**Run 1: wiring by layer**

(3 px per um)
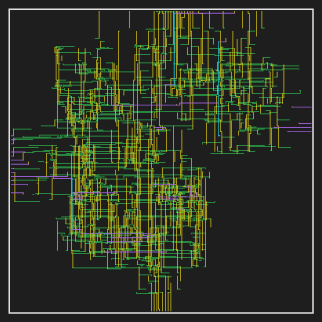
**Run 1: clock wires, drivers and flops**

(4 px per um)
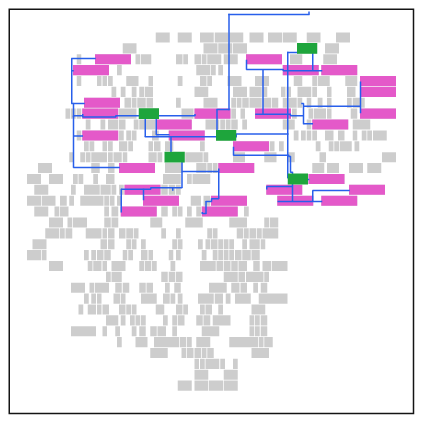
**Run 1: gate-type map**

(3 px per um)
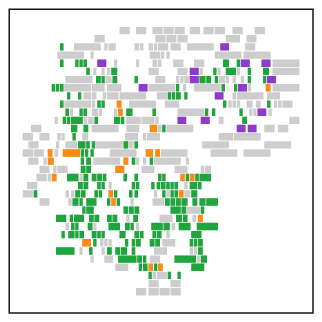
$ cat src/rtl/node_out_arbiter.sv
// Wormhole output arbiter: round-robin per-packet grant of one output link,
// held until the owner's tail transfers or a stall watchdog forces release.
`timescale 1ns/1ps

module node_out_arbiter #(
    parameter int NUM_PORTS = 5,
    parameter int TIMEOUT   = 16,
    parameter int TO_W      = 5,
    parameter int CNT_W     = 16,
    localparam int SEL_W    = (NUM_PORTS > 1) ? $clog2(NUM_PORTS) : 1
) (
    input  logic                 clk,
    input  logic                 rst,
    input  logic [NUM_PORTS-1:0] req_i,
    input  logic [NUM_PORTS-1:0] head_i,
    input  logic [NUM_PORTS-1:0] tail_i,
    input  logic                 out_ready_i,
    output logic [NUM_PORTS-1:0] grant_o,
    output logic [SEL_W-1:0]     sel_o,
    output logic                 out_valid_o,
    output logic [NUM_PORTS-1:0] ready_o,
    output logic                 locked_o,
    output logic                 timeout_o,
    output logic [CNT_W-1:0]     pkt_cnt_o
);

    typedef enum logic {IDLE, LOCKED} state_t;

    state_t             state_q, state_d;
    logic [SEL_W-1:0]   owner_q, owner_d;
    logic [SEL_W-1:0]   prio_q, prio_d;
    logic [TO_W-1:0]    stall_q, stall_d;
    logic [CNT_W-1:0]   pkt_q, pkt_d;
    logic               tmo_q, tmo_d;

    logic [NUM_PORTS-1:0] cand;
    logic                 found;
    logic [SEL_W-1:0]     pick;
    logic [SEL_W-1:0]     idx;
    logic                 xfer;

    function automatic logic [SEL_W-1:0] next_port(input logic [SEL_W-1:0] p);
        if (p == SEL_W'(NUM_PORTS - 1))
            return '0;
        else
            return p + SEL_W'(1);
    endfunction

    assign cand = req_i & head_i;

    // Circular search starting at the priority pointer; first head request wins.
    always_comb begin
        found = 1'b0;
        pick  = prio_q;
        idx   = prio_q;
        for (int i = 0; i < NUM_PORTS; i++) begin
            if (!found && cand[idx]) begin
                found = 1'b1;
                pick  = idx;
            end
            idx = next_port(idx);
        end
    end

    assign locked_o    = (state_q == LOCKED);
    assign grant_o     = locked_o ? (NUM_PORTS'(1) << owner_q) : '0;
    assign out_valid_o = locked_o & req_i[owner_q];
    assign ready_o     = grant_o & {NUM_PORTS{out_ready_i}};
    assign sel_o       = owner_q;
    assign timeout_o   = tmo_q;
    assign pkt_cnt_o   = pkt_q;
    assign xfer        = out_valid_o & out_ready_i;

    always_ff @(posedge clk or posedge rst) begin
        if (rst) begin
            state_q <= IDLE;
            owner_q <= '0;
            prio_q  <= '0;
            stall_q <= '0;
            pkt_q   <= '0;
            tmo_q   <= 1'b0;
        end else begin
            state_q <= state_d;
            owner_q <= owner_d;
            prio_q  <= prio_d;
            stall_q <= stall_d;
            pkt_q   <= pkt_d;
            tmo_q   <= tmo_d;
        end
    end

    // Only an absent owner flit advances the watchdog; backpressure never does.
    always_comb begin
        state_d = state_q;
        owner_d = owner_q;
        prio_d  = prio_q;
        stall_d = stall_q;
        pkt_d   = pkt_q;
        tmo_d   = 1'b0;
        case (state_q)
            IDLE: begin
                if (found) begin
                    owner_d = pick;
                    stall_d = '0;
                    state_d = LOCKED;
                end
            end
            LOCKED: begin
                if (xfer) begin
                    stall_d = '0;
                    if (tail_i[owner_q]) begin
                        state_d = IDLE;
                        prio_d  = next_port(owner_q);
                        pkt_d   = pkt_q + CNT_W'(1);
                    end
                end else if (!req_i[owner_q]) begin
                    if (stall_q == TO_W'(TIMEOUT - 1)) begin
                        state_d = IDLE;
                        prio_d  = next_port(owner_q);
                        stall_d = '0;
                        tmo_d   = 1'b1;
                    end else begin
                        stall_d = stall_q + TO_W'(1);
                    end
                end
            end
            default: state_d = IDLE;
        endcase
    end

endmodule

$ cat config.mk
export PLATFORM = sky130hd
export DESIGN_NAME = node_out_arbiter
export DESIGN_NICKNAME = d
export VERILOG_FILES = /design/src/rtl/node_out_arbiter.sv
export SDC_FILE = /design/constraint.sdc
export NUM_CORES = 1
export LEC_CHECK = 0
export ABC_AREA = 1
export CORE_MARGIN = 4
export CORE_UTILIZATION = 30
export DETAILED_ROUTE_END_ITERATION = 8
export SLEW_MARGIN = 20
export SYNTH_ARGS = -nofsm -noshare
export SYNTH_HDL_FRONTEND = slang
export SYNTH_SLANG_ARGS = --single-unit
$ cat constraint.sdc
create_clock -name clk -period 3.45 [get_ports clk]
set_input_delay 0.5175 -clock clk [delete_from_list [all_inputs] [get_ports clk]]
set_output_delay 0.5175 -clock clk [all_outputs]
set_load 0.05 [all_outputs]
==> CHANGELOG.md, run 1 <==
## Flow update

- Met1 Resource Use GR: 0.188
- DRT Pass-1 Iters: 4
- Tool warnings: 32
- FILL cells: 833
- H-tree levels: 2
- First-pass GRT wire length: 11.4 mm
- Postcts setup bufs: 0
- EDFF count, synth: 0
- Synth Cell Area: 2580 um2
- Die height: 101 um
- Slew Viols, Final: 0
- Cell Type Count: 35
- Worst-path clk slew: 0.07 ns
- # port buffers: 49
- N_diodes: 0
- Placed Cells: 521
- Global route overflow: 0
- Vias in the first global route: 2455
- GRT Overall Usage: 0.138
- GPL Wtd Cong: 0.964
- Post-DRT Antenna Nets: 0
- Area share, top type: 0.281
- CTS tree: yes
- Vias/cell: 4.70
- Yosys warning tally: 0
- Row count: 33
- Most numerous cell in the Yosys netlist: nand2_1
- Async SR Flop Fraction: 1.00
- Hpwl dp: 5.48 mm
- Status: completed
## Picture notes: 'wiring by layer'
legend:
  M1:
    color: green
    wire_length: 3130 um
  M3:
    color: purple
    wire_length: 284 um
  M4:
    color: cyan
    wire_length: 72.1 um
  M2:
    color: yellow
    wire_length: 3310 um

## Picture notes: 'clock wires, drivers and flops'
legend:
  clock-net drivers:
    color: green
    count: 5
  clock wires:
    color: blue
    length: 430 um
  flip-flops:
    color: magenta
    count: 29
routed clock nets: 6

## Picture notes: 'gate-type map'
legend:
  nand cells:
    color: green
    cells: 191
    most_used: nand2_1
  aoi and oai cells:
    color: orange
    cells: 21
    most_used: o21ai_0
  xor and xnor cells:
    color: purple
    cells: 15
    most_used: xor2_1

## run 1: area by class of cell
| class | count | area [um2] | area share |
|---|---|---|---|
| Multi-Input combinational cell | 280 | 1620 | 0.493 |
| Sequential cell | 29 | 726 | 0.221 |
| Timing Repair Buffer | 50 | 498 | 0.152 |
| Inverter | 57 | 224 | 0.0683 |
| Tap cell | 105 | 131 | 0.0401 |
| Clock buffer | 6 | 72.6 | 0.0221 |
| Clock inverter | 2 | 10.0 | 0.00305 |
## run 1: registers in the layout (all words and copies together), names as in the netlist
register	count
pkt_cnt_o	16
stall_q	5
prio_q	3
sel_o	3
locked_o	1
timeout_o	1
## run 1: per-layer routing
| metal | routed length (um) | vias to the layer above |
|---|---|---|
| li1 | - | 1286 |
| met1 | 3130 | 1131 |
| met2 | 3310 | 60 |
| met3 | 283 | 7 |
| met4 | 72 | 0 |
| met5 | 0 | - |
## run 1: cell usage in the layout, fill, tap and decap left out, types with 7 or more instances in the layout
master and count:
nand4_1 9, dfrtp_1 29, nand2_4 7, nand2_2 8, clkdlybuf4s50_1 49, inv_1 51, nand2_1 106, ha_1 13
nand3_1 47, xor2_1 9, o21ai_0 10, nor2_1 23
## run 1: worst max-delay path: stages (launching register included)
cell     delay, ns
dfrtp_1       0.48
inv_4         0.16
ha_1          0.28
nand2_8       0.11
nand2_8       0.12
ha_1          0.20
nand4_2       0.18
nand2_4       0.16
ha_1          0.19
nand3_1       0.17
nand2_4       0.15
nand2_1       0.07
nand3_1       0.11
nand3_2       0.12
nand2_1       0.15
nand2_1       0.10
nand2_1       0.07
nand3_1       0.07
nand3_1       0.08
nand2_1       0.05
## run 1: per-stage QoR
stage	worst slack (ns)	util	hold slack (ns)	cell area, um2
after floorplan	0.680	-	0.449	2580
after global placement	0.439	0.385	0.461	3190
after detailed placement	0.320	0.385	0.472	3190
after CTS	0.301	0.395	0.485	3270
after global routing	0.00794	0.395	0.490	3280
final	0.302	0.395	0.487	3280
## run 1: logic make-up (layout without fill, tap and decap cells)
group / count (synthesis) / in the layout / share of synthesized area
AOI/OAI and AO/OA: 21 / 21 / 0.0505
xor gates and xnor gates: 15 / 15 / 0.0509
adders and majority gates: 13 / 13 / 0.0631
buffers and inverters: 59 / 115 / 0.0932
DFF: 29 / 29 / 0.281
and+or+nand+nor: 231 / 231 / 0.461
## run 1: worst paths after layout
path	slack [ns]	to
setup / recovery	0.30	sel_o[0]
hold / removal	0.49	pkt_cnt_o[15]
setup reg to reg	0.30	sel_o[0]
hold reg to reg	0.49	pkt_cnt_o[15]
max in group asynchronous	2.55	pkt_cnt_o[3]
min in group asynchronous	0.61	stall_q[2]
==> run 2, diff against run 1 <==
SKIP_CTS_REPAIR_TIMING = 1   (was unset)
TNS_END_PERCENT = 5   (was unset)
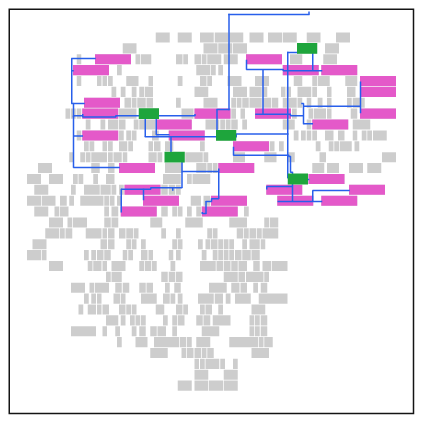
**Above:** run 2 (clock wires, drivers and flops).
(4 px per um)
legend:
  clock wires:
    color: blue
    length: 430 um
  clock-net drivers:
    color: green
    count: 5
  flip-flops:
    color: magenta
    count: 29
routed clock nets: 6

==> CHANGELOG.md, run 2 <==
## Flow update

- Status: completed
- Worst-path clk slew: 0.07 ns
- First-pass GRT wire length: 11.4 mm
- Post-DRT Antenna Nets: 0
- Placed Cells: 521
- Area share, top type: 0.281
- Simple Share, Synth: 0.461
- Most numerous cell in the Yosys netlist: nand2_1
- Register area: 726 um2
- Vias in the first global route: 2455
- Max reg flops: 16
- Logic area: 1620 um2
- GPL Wtd Cong: 0.964
- Placed inst area: 3190 um2
- # port buffers: 49
- Most instantiated logic cells after routing: 106 x nand2_1, 51 x inv_1, 49 x clkdlybuf4s50_1, 47 x nand3_1, 29 x dfrtp_1
- Die height: 101 um
- Most instantiated cells after synthesis: 106 x nand2_1, 51 x inv_1, 47 x nand3_1, 29 x dfrtp_1, 23 x nor2_1
- Final Util: 0.395
- Slew Viols, Final: 0
- Comb area leader: simple AND/OR/NAND/NOR gates
- EDFF count, synth: 0
- Most frequent CP cell: nand2_1
- AO/OA Area Share: 0.0505
- Async SR Flop Fraction: 1.00
- GRT Overall Usage: 0.138
- CTS tree: yes
- N_diodes: 0
- Xor+xnor area frac: 0.0509
- MUX area fraction: 0
- Adder Share, Synth: 0.0631
- DRT Pass-1 Iters: 4
- Crit path cell chain: inv_4 -> ha_1 -> nand2_8 -> nand2_8 -> ha_1 -> nand4_2 -> nand2_4 -> ha_1 -> nand3_1 -> nand2_4 -> nand2_1 -> nand3_1 -> nand3_2 -> nand2_1 -> nand2_1 -> nand2_1 -> nand3_1 -> nand3_1 -> nand2_1
-- run 2: cell counts in the layout (fill, tap and decap cells not counted) --
No cell type changed its count.
-- run 2: cell type report --
type                    count  area share
multi-input cells         280       0.493
clock inverters             2     0.00305
clock buffers               6      0.0221
flip-flops and latches     29       0.221
repair buffers             50       0.152
inverters                  57      0.0683
well taps                 105      0.0401
-- run 2: critical path: cells and delay by family (launching register included) --
kind / cells / cell delay [ns]
flops: 1 / 0.48
fa+ha+maj: 3 / 0.67
simple gates: 15 / 1.71
buf+inv: 1 / 0.16
-- run 2: cell families (layout without fill, tap and decap cells) --
| logic type | count (synthesis) | count (layout) |
|---|---|---|
| buffers and inverters | 59 | 115 |
| flip-flops | 29 | 29 |
| AND/OR/NAND/NOR | 231 | 231 |
| AND-OR/OR-AND | 21 | 21 |
| XOR/XNOR | 15 | 15 |
| adder cells (fa/ha/maj) | 13 | 13 |
-- run 2: per-layer routing --
metal | vias to the layer above | track usage | routed length (um)
li1 | 1286 | - | -
met1 | 1131 | 0.188 | 3130
met2 | 60 | 0.224 | 3310
met3 | 7 | 0.0235 | 283
met4 | 0 | 0.0383 | 72
met5 | - | 0 | 0
-- run 2: per-stage QoR --
step	setup slack (ns)	hold slack, ns
5_1_grt	0.00794	0.490
3_3_place_gp	0.439	0.461
3_5_place_dp	0.320	0.472
4_1_cts	0.301	0.485
6_report	0.302	0.487
2_1_floorplan	0.680	0.449
-- run 2: final timing paths --
path                       cells past startpoint            end     startpoint  slack (ns)
setup / recovery                              19       sel_o[0]      prio_q[0]        0.30
hold / removal                                 1  pkt_cnt_o[15]  pkt_cnt_o[15]        0.49
setup reg to reg                              19       sel_o[0]      prio_q[0]        0.30
hold reg to reg                                1  pkt_cnt_o[15]  pkt_cnt_o[15]        0.49
max in group asynchronous                      3   pkt_cnt_o[3]            rst        2.55
min in group asynchronous                      3     stall_q[2]            rst        0.61
==> run 3, diff against run 2 <==
CTS_BUF_LIST = sky130_fd_sc_hd__clkbuf_8   (was unset)
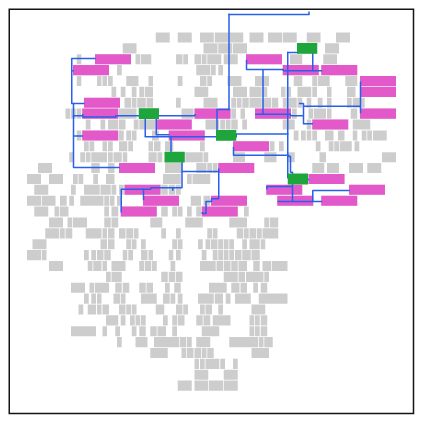
**Above:** run 3 (clock wires, drivers and flops).
(4 px per um)
legend:
  clock-net drivers:
    color: green
    count: 5
  clock wires:
    color: blue
    length: 430 um
  flip-flops:
    color: magenta
    count: 29
routed clock nets: 6

==> CHANGELOG.md, run 3 <==
## Flow update

- Most instantiated cells after synthesis: 106 x nand2_1, 51 x inv_1, 47 x nand3_1, 29 x dfrtp_1, 23 x nor2_1
- GRT Overall Usage: 0.138
- Vias in the first global route: 2455
- Worst slew margin: 0.648
- Reg-to-reg endpoint: sel_o[0]
- Most frequent logic cell in the layout: nand2_1
- Status: completed
- Area share, top type: 0.281
- Design Area, Final: 3280 um2
- Most instantiated logic cells after routing: 106 x nand2_1, 52 x inv_1, 49 x clkdlybuf4s50_1, 47 x nand3_1, 29 x dfrtp_1
- CP max stage delay: 0.48 ns
- Yosys warning tally: 0
- Max reg flops: 16
- Vias/cell: 4.67
- Most numerous cell in the Yosys netlist: nand2_1
- Crit path cell chain: inv_4 -> ha_1 -> nand2_8 -> nand2_8 -> ha_1 -> nand4_2 -> nand2_4 -> ha_1 -> nand3_1 -> nand2_4 -> nand2_1 -> nand3_1 -> nand3_2 -> nand2_1 -> nand2_1 -> nand2_1 -> nand3_1 -> nand3_1 -> nand2_1
- Synth Cell Area: 2580 um2
- Setup WS pre-CTS: 0.320 ns
- R2R Path Start: prio_q[0]
- Global route overflow: 0
- R2R Setup Slk: 0.30 ns
- Most frequent CP cell: nand2_1
- CTS Root Cell: clkbuf_8
- Placed inst area: 3190 um2
- CTS tree: yes
- Die height: 101 um
- N_diodes: 0
- DRT Pass-1 Iters: 4
- Fin. Hold Viols: 0
- WHS Path Cells: 1
- GPL Wtd Cong: 0.964
- Worst-path clk slew: 0.07 ns
- Post-synthesis cell count: 368
- Row count: 33
- Final Util: 0.395
- Crit. End Element: flop
- Async SR Flop Fraction: 1.00
- Min-Delay Startpoint: pkt_cnt_o[15]
- Critical Path AT: 3.32 ns
- Post-route setup slack: 0.300 ns
- Hpwl dp: 5.48 mm
- # port buffers: 49
- Cell Type Count: 35
[run 3: cell counts after synthesis]
Identical to the previous run, type by type.
[run 3: worst max-delay path, delay by kind of cell (launching register included)]
family / cells / cell delay (ns)
adders and majority gates: 3 / 0.66
and+or+nand+nor: 15 / 1.71
buffers and inverters: 1 / 0.16
DFF: 1 / 0.48
[run 3: area by class of cell]
class                           instances  area (um2)
Fill cell                             833        5020
Multi-Input combinational cell        280        1620
Sequential cell                        29         726
Timing Repair Buffer                   50         498
Inverter                               57         224
Tap cell                              105         131
Clock buffer                            5        68.8
Clock inverter                          3        13.8
[run 3: routing by layer]
metal	track usage	vias to the layer above	wire length, um	part of all wire
met1	0.188	1139	3190	0.47
met5	0	-	0	0
met2	0.224	42	3300	0.48
li1	-	1287	-	-
met3	0.0235	5	257	0.038
met4	0.0383	0	55	0.0081
[run 3: how the worst max path moves through the flow]
stage / startpoint / endpoint / slack (ns) / cells after the start
floorplan: prio_q[0] / stall_q[4] / 0.68 / 18
global placement: prio_q[0] / sel_o[0] / 0.44 / 19
global route: prio_q[0] / sel_o[2] / 0.008 / 19
finish: prio_q[0] / sel_o[0] / 0.30 / 19
CTS: prio_q[0] / sel_o[0] / 0.30 / 19
detailed placement: prio_q[0] / sel_o[0] / 0.32 / 19
[run 3: kinds of logic after synthesis]
family,Yosys count,synth area share
buffers and inverters,59,0.0932
adder cells (fa/ha/maj),13,0.0631
AND/OR/NAND/NOR,231,0.461
XOR/XNOR,15,0.0509
AND-OR/OR-AND,21,0.0505
flip-flops,29,0.281
[run 3: through the flow]
step	std cells	hold slack (ns)
5_1_grt	529	0.490
6_report	529	0.487
3_5_place_dp	521	0.472
4_1_cts	529	0.485
3_3_place_gp	521	0.461
2_1_floorplan	368	0.449
